===== config.mk =====
export PLATFORM = sky130hd
export DESIGN_NAME = ps2_keyboard_port_flat
export DESIGN_NICKNAME = d
export VERILOG_FILES = /design/src/rtl/ps2_keyboard_port_if.sv /design/src/rtl/ps2_keyboard_port.sv /design/src/flat_wrapper.sv
export SDC_FILE = /design/constraint.sdc
export NUM_CORES = 1
export LEC_CHECK = 0
export ABC_AREA = 1
export CAP_MARGIN = 20
export CORE_MARGIN = 2
export CORE_UTILIZATION = 35
export CTS_CLUSTER_SIZE = 16
export DETAILED_ROUTE_END_ITERATION = 6
export PLACE_DENSITY = 0.6
export SYNTH_ARGS = -nofsm -noshare
export SYNTH_HDL_FRONTEND = slang
export SYNTH_SLANG_ARGS = --single-unit

===== constraint.sdc =====
create_clock -name clock -period 5 [get_ports clock]
set_input_delay 1 -clock clock [delete_from_list [all_inputs] [get_ports clock]]
set_output_delay 1 -clock clock [all_outputs]
set_load 0.05 [all_outputs]

===== src/rtl/ps2_keyboard_port_if.sv =====
// CPU data-memory bus slice seen by the PS/2 keyboard port.
// The CPU drives address, strobes and write data; the port returns read data and its window hit.
interface ps2_keyboard_port_if;
   logic [31:0] m_addr;
   logic        rmem;
   logic        wmem;
   logic [31:0] d_t_mem;
   logic [31:0] rd_data;
   logic        sel;

   modport master (output m_addr, rmem, wmem, d_t_mem, input rd_data, sel);
   modport slave  (input m_addr, rmem, wmem, d_t_mem, output rd_data, sel);
endinterface


===== src/rtl/ps2_keyboard_port.sv =====
// PS/2 keyboard receiver with scan-code FIFO, DATA/STATUS/CTRL registers and level interrupt intr1.
// Optional: define PS2_KBD_TIMEOUT_EN to abandon partial frames after TIMEOUT idle clocks.
module ps2_keyboard_port #(
   parameter logic [31:0] BASE       = 32'hA000_0000,
   parameter int unsigned DEPTH_LOG2 = 3,
   parameter logic [15:0] TIMEOUT    = 16'd50000
) (
   input  logic               clock,
   input  logic               resetn,
   input  logic               ps2_clk,
   input  logic               ps2_data,
   ps2_keyboard_port_if.slave bus,
   output logic               intr1
);
   localparam int unsigned DEPTH = 1 << DEPTH_LOG2;
   localparam logic [DEPTH_LOG2:0] FULL_COUNT = {1'b1, {DEPTH_LOG2{1'b0}}};

   typedef enum logic [1:0] {IDLE, DATA, PARITY, STOP} rx_state_t;
   typedef enum logic [1:0] {REG_DATA, REG_STATUS, REG_CTRL, REG_NONE} reg_off_t;

   // Pin synchronisers; reset to the idle-high bus level so release never looks like an edge.
   logic clk_s1, clk_s2, clk_prev, dat_s1, dat_s2;
   logic fall;

   // NOTE: sequential state is updated with non-blocking assignments so every flop samples pre-edge values.
   always_ff @(posedge clock or negedge resetn) begin
      if (!resetn) begin
         clk_s1   <= 1'b1;
         clk_s2   <= 1'b1;
         clk_prev <= 1'b1;
         dat_s1   <= 1'b1;
         dat_s2   <= 1'b1;
      end else begin
         clk_s1   <= ps2_clk;
         clk_s2   <= clk_s1;
         clk_prev <= clk_s2;
         dat_s1   <= ps2_data;
         dat_s2   <= dat_s1;
      end
   end

   assign fall = clk_prev & ~clk_s2;

   rx_state_t   state, state_nxt;
   logic [2:0]  bit_cnt, bit_cnt_nxt;
   logic [7:0]  shift, shift_nxt;
   logic        par_bit, par_nxt;
   logic        push, set_perr, set_ferr;
`ifdef PS2_KBD_TIMEOUT_EN
   logic [15:0] idle_cnt, idle_cnt_nxt;
`endif

   always_ff @(posedge clock or negedge resetn) begin
      if (!resetn) begin
         state    <= IDLE;
         bit_cnt  <= '0;
         shift    <= '0;
         par_bit  <= 1'b0;
`ifdef PS2_KBD_TIMEOUT_EN
         idle_cnt <= '0;
`endif
      end else begin
         state    <= state_nxt;
         bit_cnt  <= bit_cnt_nxt;
         shift    <= shift_nxt;
         par_bit  <= par_nxt;
`ifdef PS2_KBD_TIMEOUT_EN
         idle_cnt <= idle_cnt_nxt;
`endif
      end
   end

   // NOTE: every output of this block gets a default first, so no path can infer a latch.
   always_comb begin
      state_nxt   = state;
      bit_cnt_nxt = bit_cnt;
      shift_nxt   = shift;
      par_nxt     = par_bit;
      push        = 1'b0;
      set_perr    = 1'b0;
      set_ferr    = 1'b0;
      if (fall) begin
         case (state)
            IDLE: if (!dat_s2) begin
               state_nxt   = DATA;
               bit_cnt_nxt = '0;
            end
            DATA: begin
               shift_nxt   = {dat_s2, shift[7:1]};
               bit_cnt_nxt = bit_cnt + 3'd1;
               if (bit_cnt == 3'd7) state_nxt = PARITY;
            end
            PARITY: begin
               par_nxt   = dat_s2;
               state_nxt = STOP;
            end
            STOP: begin
               state_nxt = IDLE;
               if (!dat_s2)                set_ferr = 1'b1;
               else if (^{shift, par_bit}) push     = 1'b1;
               else                        set_perr = 1'b1;
            end
            default: state_nxt = IDLE;
         endcase
      end
`ifdef PS2_KBD_TIMEOUT_EN
      idle_cnt_nxt = '0;
      if (state != IDLE && !fall) begin
         if (idle_cnt == TIMEOUT) begin
            state_nxt = IDLE;
            set_ferr  = 1'b1;
         end else begin
            idle_cnt_nxt = idle_cnt + 16'd1;
         end
      end
`endif
   end

   // FIFO and register decode.
   logic [7:0]            mem [DEPTH];
   logic [DEPTH_LOG2-1:0] wr_ptr, rd_ptr;
   logic [DEPTH_LOG2:0]   count;
   logic                  nonempty, full, pop, push_ok;
   logic                  perr, ferr, ovf, ie;
   logic                  ctrl_wr, clr;
   reg_off_t              off;

   assign off      = reg_off_t'(bus.m_addr[3:2]);
   assign bus.sel  = (bus.m_addr[31:4] == BASE[31:4]);
   assign nonempty = (count != '0);
   assign full     = (count == FULL_COUNT);
   assign pop      = bus.sel & bus.rmem & (off == REG_DATA) & nonempty;
   assign push_ok  = push & (~full | pop);
   assign ctrl_wr  = bus.sel & bus.wmem & (off == REG_CTRL);
   assign clr      = ctrl_wr & bus.d_t_mem[1];

   // NOTE: the byte store has no reset; stale entries are unreachable because count gates every read.
   always_ff @(posedge clock) begin
      if (push_ok) mem[wr_ptr] <= shift;
   end

   always_ff @(posedge clock or negedge resetn) begin
      if (!resetn) begin
         wr_ptr <= '0;
         rd_ptr <= '0;
         count  <= '0;
         perr   <= 1'b0;
         ferr   <= 1'b0;
         ovf    <= 1'b0;
         ie     <= 1'b1;
      end else begin
         if (push_ok) wr_ptr <= wr_ptr + 1'b1;
         if (pop)     rd_ptr <= rd_ptr + 1'b1;
         if (push_ok && !pop)      count <= count + 1'b1;
         else if (!push_ok && pop) count <= count - 1'b1;
         // Set terms are OR-ed last so a flag raised during a clear survives it.
         perr <= (perr & ~clr) | set_perr;
         ferr <= (ferr & ~clr) | set_ferr;
         ovf  <= (ovf  & ~clr) | (push & ~push_ok);
         if (ctrl_wr) ie <= bus.d_t_mem[0];
      end
   end

   assign intr1 = ie & nonempty;

   always_comb begin
      bus.rd_data = '0;
      if (bus.sel) begin
         case (off)
            REG_DATA:   if (nonempty) bus.rd_data = {24'h0, mem[rd_ptr]};
            REG_STATUS: bus.rd_data = {16'h0, 8'(count), 4'h0, ovf, ferr, perr, nonempty};
            REG_CTRL:   bus.rd_data = {31'h0, ie};
            default:    bus.rd_data = '0;
         endcase
      end
   end

   logic unused_bits;
`ifdef PS2_KBD_TIMEOUT_EN
   assign unused_bits = ^{bus.d_t_mem[31:2], bus.m_addr[1:0]};
`else
   assign unused_bits = ^{bus.d_t_mem[31:2], bus.m_addr[1:0], TIMEOUT};
`endif
endmodule


===== src/flat_wrapper.sv =====
// flat-port wrapper written by rule: the top's interface ports become plain ports
module ps2_keyboard_port_flat 
#(
   parameter logic [31:0] BASE       = 32'hA000_0000,
   parameter int unsigned DEPTH_LOG2 = 3,
   parameter logic [15:0] TIMEOUT    = 16'd50000
)
  (clock, resetn, ps2_clk, ps2_data, intr1, bus_m_addr, bus_rmem, bus_wmem, bus_d_t_mem, bus_rd_data, bus_sel);
  ps2_keyboard_port_if bus_i ();
  input  logic clock;
  input  logic resetn;
  input  logic ps2_clk;
  input  logic ps2_data;
  output logic intr1;
  input wire logic [$bits(bus_i.m_addr)-1:0] bus_m_addr;
  input wire logic [$bits(bus_i.rmem)-1:0] bus_rmem;
  input wire logic [$bits(bus_i.wmem)-1:0] bus_wmem;
  input wire logic [$bits(bus_i.d_t_mem)-1:0] bus_d_t_mem;
  output wire logic [$bits(bus_i.rd_data)-1:0] bus_rd_data;
  output wire logic [$bits(bus_i.sel)-1:0] bus_sel;
  assign bus_i.m_addr = bus_m_addr;
  assign bus_i.rmem = bus_rmem;
  assign bus_i.wmem = bus_wmem;
  assign bus_i.d_t_mem = bus_d_t_mem;
  assign bus_rd_data = bus_i.rd_data;
  assign bus_sel = bus_i.sel;
  ps2_keyboard_port #(.BASE(BASE), .DEPTH_LOG2(DEPTH_LOG2), .TIMEOUT(TIMEOUT)) u_core (.clock(clock), .resetn(resetn), .ps2_clk(ps2_clk), .ps2_data(ps2_data), .bus(bus_i), .intr1(intr1));
endmodule

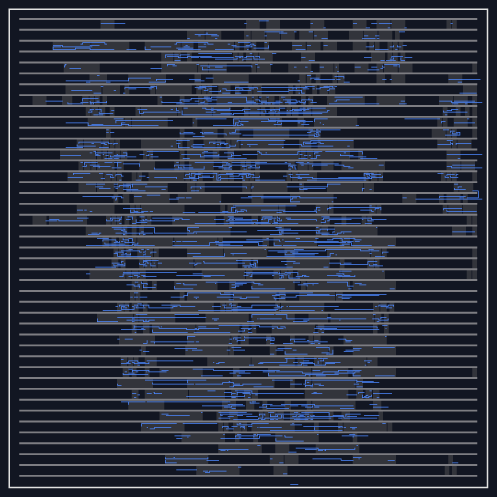
(run_1/layer_met1.png)
Scale: 4 px per um. Supply wires on this layer in gray. Cells faint in the background.
nets with wire on the layer = 501
longest straight run = 22.1 um
share of all routed wire = 43%
main direction = horizontal
met1 Use GR: 16.1%
via count: 3233
final wirelength: 9250 um

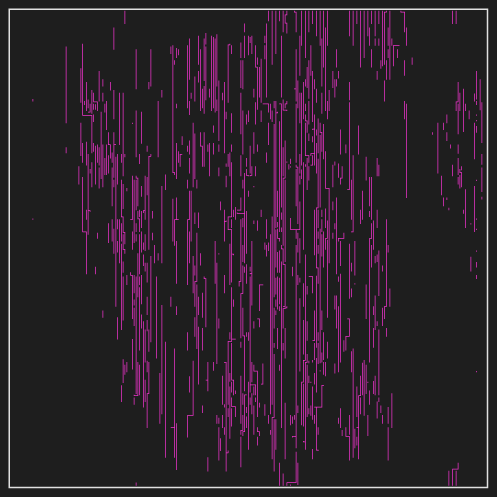
(run_1/layer_met2.png)
Scale: 4 px per um.
share of all routed wire = 52%
nets with wire on the layer = 450
main direction = vertical
longest straight run = 50.7 um
wire length on this layer = 4840 um
met2 Usage GRT: 25.0%

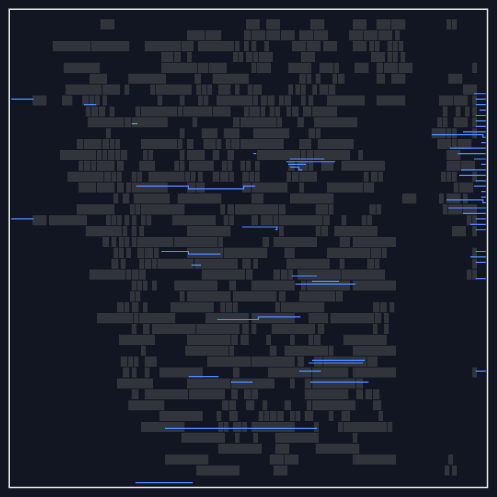
(run_1/layer_met3.png)
Scale: 4 px per um. Cells faint in the background.
longest straight run = 37.7 um
main direction = horizontal
wire length on this layer = 375 um
nets with wire on the layer = 47
met3 Track Usage GR: 1.92%

==> results.toml, run 1 <==
# physical design summary
[pwr]
power_density_mw_per_mm2 = 372
switching_share_pct = 29.3
pg_seq_mw = 1.11
ir_worst_vdd_v = 0.000194
combinationalPower_mw = 0.323
seq_power_share_pct = 53.6
power.leakage_nw = 2.19

[final_timing]
max_freq_ghz = 0.239
whs_ns = 0.355
fin_crit_ns = 4.19
setup_viol = 0
setup_ws_ns = 0.814

[final_layout]
sh_comb_area_pct = 28.9
clock_buffers = 12
largest_reg_flops = 64
seq_area_share_pct = 49.8
largest_class = "flip-flops and latches"
final_common_cell = "nand2_1"
top_register = "u_core.mem"
area_growth_pct = 19.2
logic_area_mm2 = 0.00160
final_cells = 700
utilization_pct = 42.3
final.fill_count = 1222
reg_top3 = "u_core.mem (64), u_core.shift (8), u_core.count (4)"
seq_area_mm2 = 0.00276
comb_cells = 317
buf_share_pct = 9.76
flop-count = 97
buffers = 55

[setup_path]
start_kind = "primary input"
cp.arrival_ns = 3.19
crit_top_cell = "nand2_1"
critical_path_class = "in2out"
cp_slowest_cell = "clkdlybuf4s50_1"
cp-end-kind = "output pin"
r2r_start = "u_core.shift[1]$_DFFE_PN0P_"
slowest_delay_ns = 0.83

[worst_hold_path]
min_to = "u_core.clk_s2$_DFF_PN1_"
min_path_cells = 0
min_path_type = "reg2reg"
hold_start = "u_core.clk_s1$_DFF_PN1_"

[grt]
gr-usage-all-layers_pct = 13.6
overflow = 0
grt_pass1_vias = 3202
busiest_layer = "met2"

[die]
rows = 42
die_x_um = 119
die_area_mm2 = 0.0142
nWellTaps = 176
initial_utilization_pct = 35.5

[clocking]
ctsResizeCount = 0
cts.reportedPaths.clkPinSlew_ns = 0.06
cts_htree_levels = 3
post_cts_buffers = 0
cts_root_buf = "clkbuf_16"
insertion_delay_ns = 0.34

[synthesis]
synth-edff-count = 64
mux_share_pct = 0.242
ys_cells = 467
yosysMostFrequentCell = "nand2_1"
topCellsByArea = "edfxtp_1 41%, dfrtp_1 15%, nand2_1 7.9%, nor2_1 5.0%, o21ai_0 4.8%"
yosysWarningCount = 0
yosys_most_used_dff = "edfxtp_1"
top_area_cell = "edfxtp_1"
syn_inst = 467
xor_share_pct = 1.32
top_logic_kind = "simple AND/OR/NAND/NOR gates"
aoi_share_pct = 8.59
syn_area_per_cell_um2 = 9.95

[detailed_routing]
wl_per_cell_um = 13.2
first_iter_violations = 155
drc = 0
via_per_inst = 4.62
wl_met1_um = 3930

[outcome]
outcome = "finished clean"

[placed_design]
place_area_mm2 = 0.00527
place_inst = 684
globalplace.congestion = 0.783
==> run_1/congestion.png <==
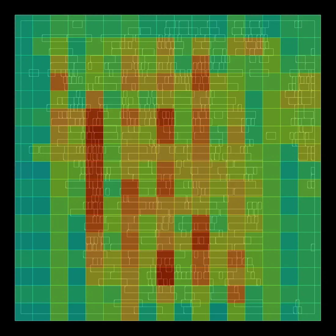

## Run 2: what changed since run 1
==> constraint.sdc (replaced) <==
create_clock -name clock -period 4 [get_ports clock]
set_input_delay 0.8 -clock clock [delete_from_list [all_inputs] [get_ports clock]]
set_output_delay 0.8 -clock clock [all_outputs]
set_load 0.05 [all_outputs]
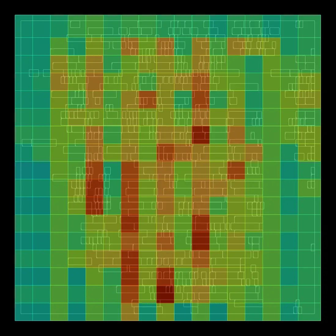
(run_2/congestion.png)
met3 Track Usage GR: 2.11%
GRT Total Usage: 13.5%

==> run 2 against run 1 <==
Flip-flop count unchanged. Cell count up 0.57%. Wire length down 1.2%. Register-to-register slack worse by 1.0 ns. First-iteration DRC count up 33%. Core utilization up 0.39 points. Clock skew up 0.0021 ns. Critical path type unchanged. Critical endpoint is now bus_sel.
==> results.toml, run 2 <==
# physical design summary
[outcome]
outcome = "finished clean"

[final_timing]
fin_crit_ns = 3.46
rsz0062_at_grt = "no"
setup_ws_ns = 0.538
setup_viol = 0
whs_ns = 0.358
tns_ns = 0
max_freq_ghz = 0.289

[pwr]
combinationalPower_mw = 0.399
switching_share_pct = 28.5
combPwrFrac_pct = 14.7
ir_worst_vdd_v = 0.000230
seq_power_share_pct = 51.0
pg_seq_mw = 1.38
power_density_mw_per_mm2 = 485
power.leakage_nw = 2.27

[grt]
grtUsageMet1_pct = 15.7
busiest_layer = "met2"
use_met2_pct = 24.4
grt_pass1_vias = 3203
antenna_found_initial = 0
overflow = 0

[placed_design]
place_inst = 688
place_area_mm2 = 0.00527

[final_layout]
largest_class = "flip-flops and latches"
seq_area_share_pct = 49.3
seq_area_mm2 = 0.00276
area_growth_pct = 20.3
clock_buffers = 10
final_common_cell = "nand2_1"
final.fill_count = 1228
sh_comb_area_pct = 28.7
final_cells = 704
flop-count = 97
buf_share_pct = 9.67
comb_cells = 317
top_register = "u_core.mem"
reg_top3 = "u_core.mem (64), u_core.shift (8), u_core.count (4)"
largest_reg_flops = 64
logic_area_mm2 = 0.00160
buffers = 59

[detailed_routing]
via_count = 3236
wl_per_cell_um = 13.0
routed_wl_um = 9140
detail-route-antenna-nets = 0
wl_met1_um = 3830
first_iter_violations = 206
drc = 0

[worst_hold_path]
min_to = "u_core.clk_s2$_DFF_PN1_"
hold_start = "u_core.clk_s1$_DFF_PN1_"
min_path_cells = 0

[clocking]
ctsResizeCount = 0
post_cts_buffers = 0
cts_htree_levels = 3
cts_root_buf = "clkbuf_16"
cts.reportedPaths.clkPinSlew_ns = 0.06
insertion_delay_ns = 0.34

[synthesis]
ys_sh_adder_pct = 3.39
yosysMostFrequentCell = "nand2_1"
synth-edff-count = 64
syn_area_per_cell_um2 = 9.95
aoi_share_pct = 8.59
yosysWarningCount = 0
mux_share_pct = 0.242
async_flop_share_pct = 34.0
syn_inst = 467
simple_gate_area_share_pct = 19.3
ys_cells = 467
top_logic_kind = "simple AND/OR/NAND/NOR gates"
xor_share_pct = 1.32
synth.distinct_cells = 33
topCellsByArea = "edfxtp_1 41%, dfrtp_1 15%, nand2_1 7.9%, nor2_1 5.0%, o21ai_0 4.8%"

[die]
initial_utilization_pct = 35.5
die_x_um = 119
rows = 42
nWellTaps = 176
die_area_mm2 = 0.0142

[setup_path]
r2r_start = "u_core.shift[1]$_DFFE_PN0P_"
crit_chain = "clkdlybuf4s50_1, nand2_1, nor3_1, nand2_2, nor2_8, clkdlybuf4s50_1"
slowest_delay_ns = 0.84
critPathCapture = "bus_sel"
critical_path_class = "in2out"
start_kind = "primary input"
worst-path-buf-inv = 2
cp_slowest_cell = "clkdlybuf4s50_1"
cp.arrival_ns = 2.66
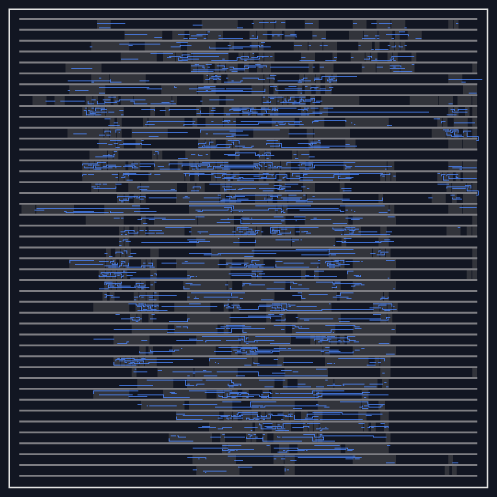
(run_2/layer_met1.png)
Scale: 4 px per um. Supply wires on this layer in gray. Cells faint in the background.
share of all routed wire = 42%
main direction = horizontal

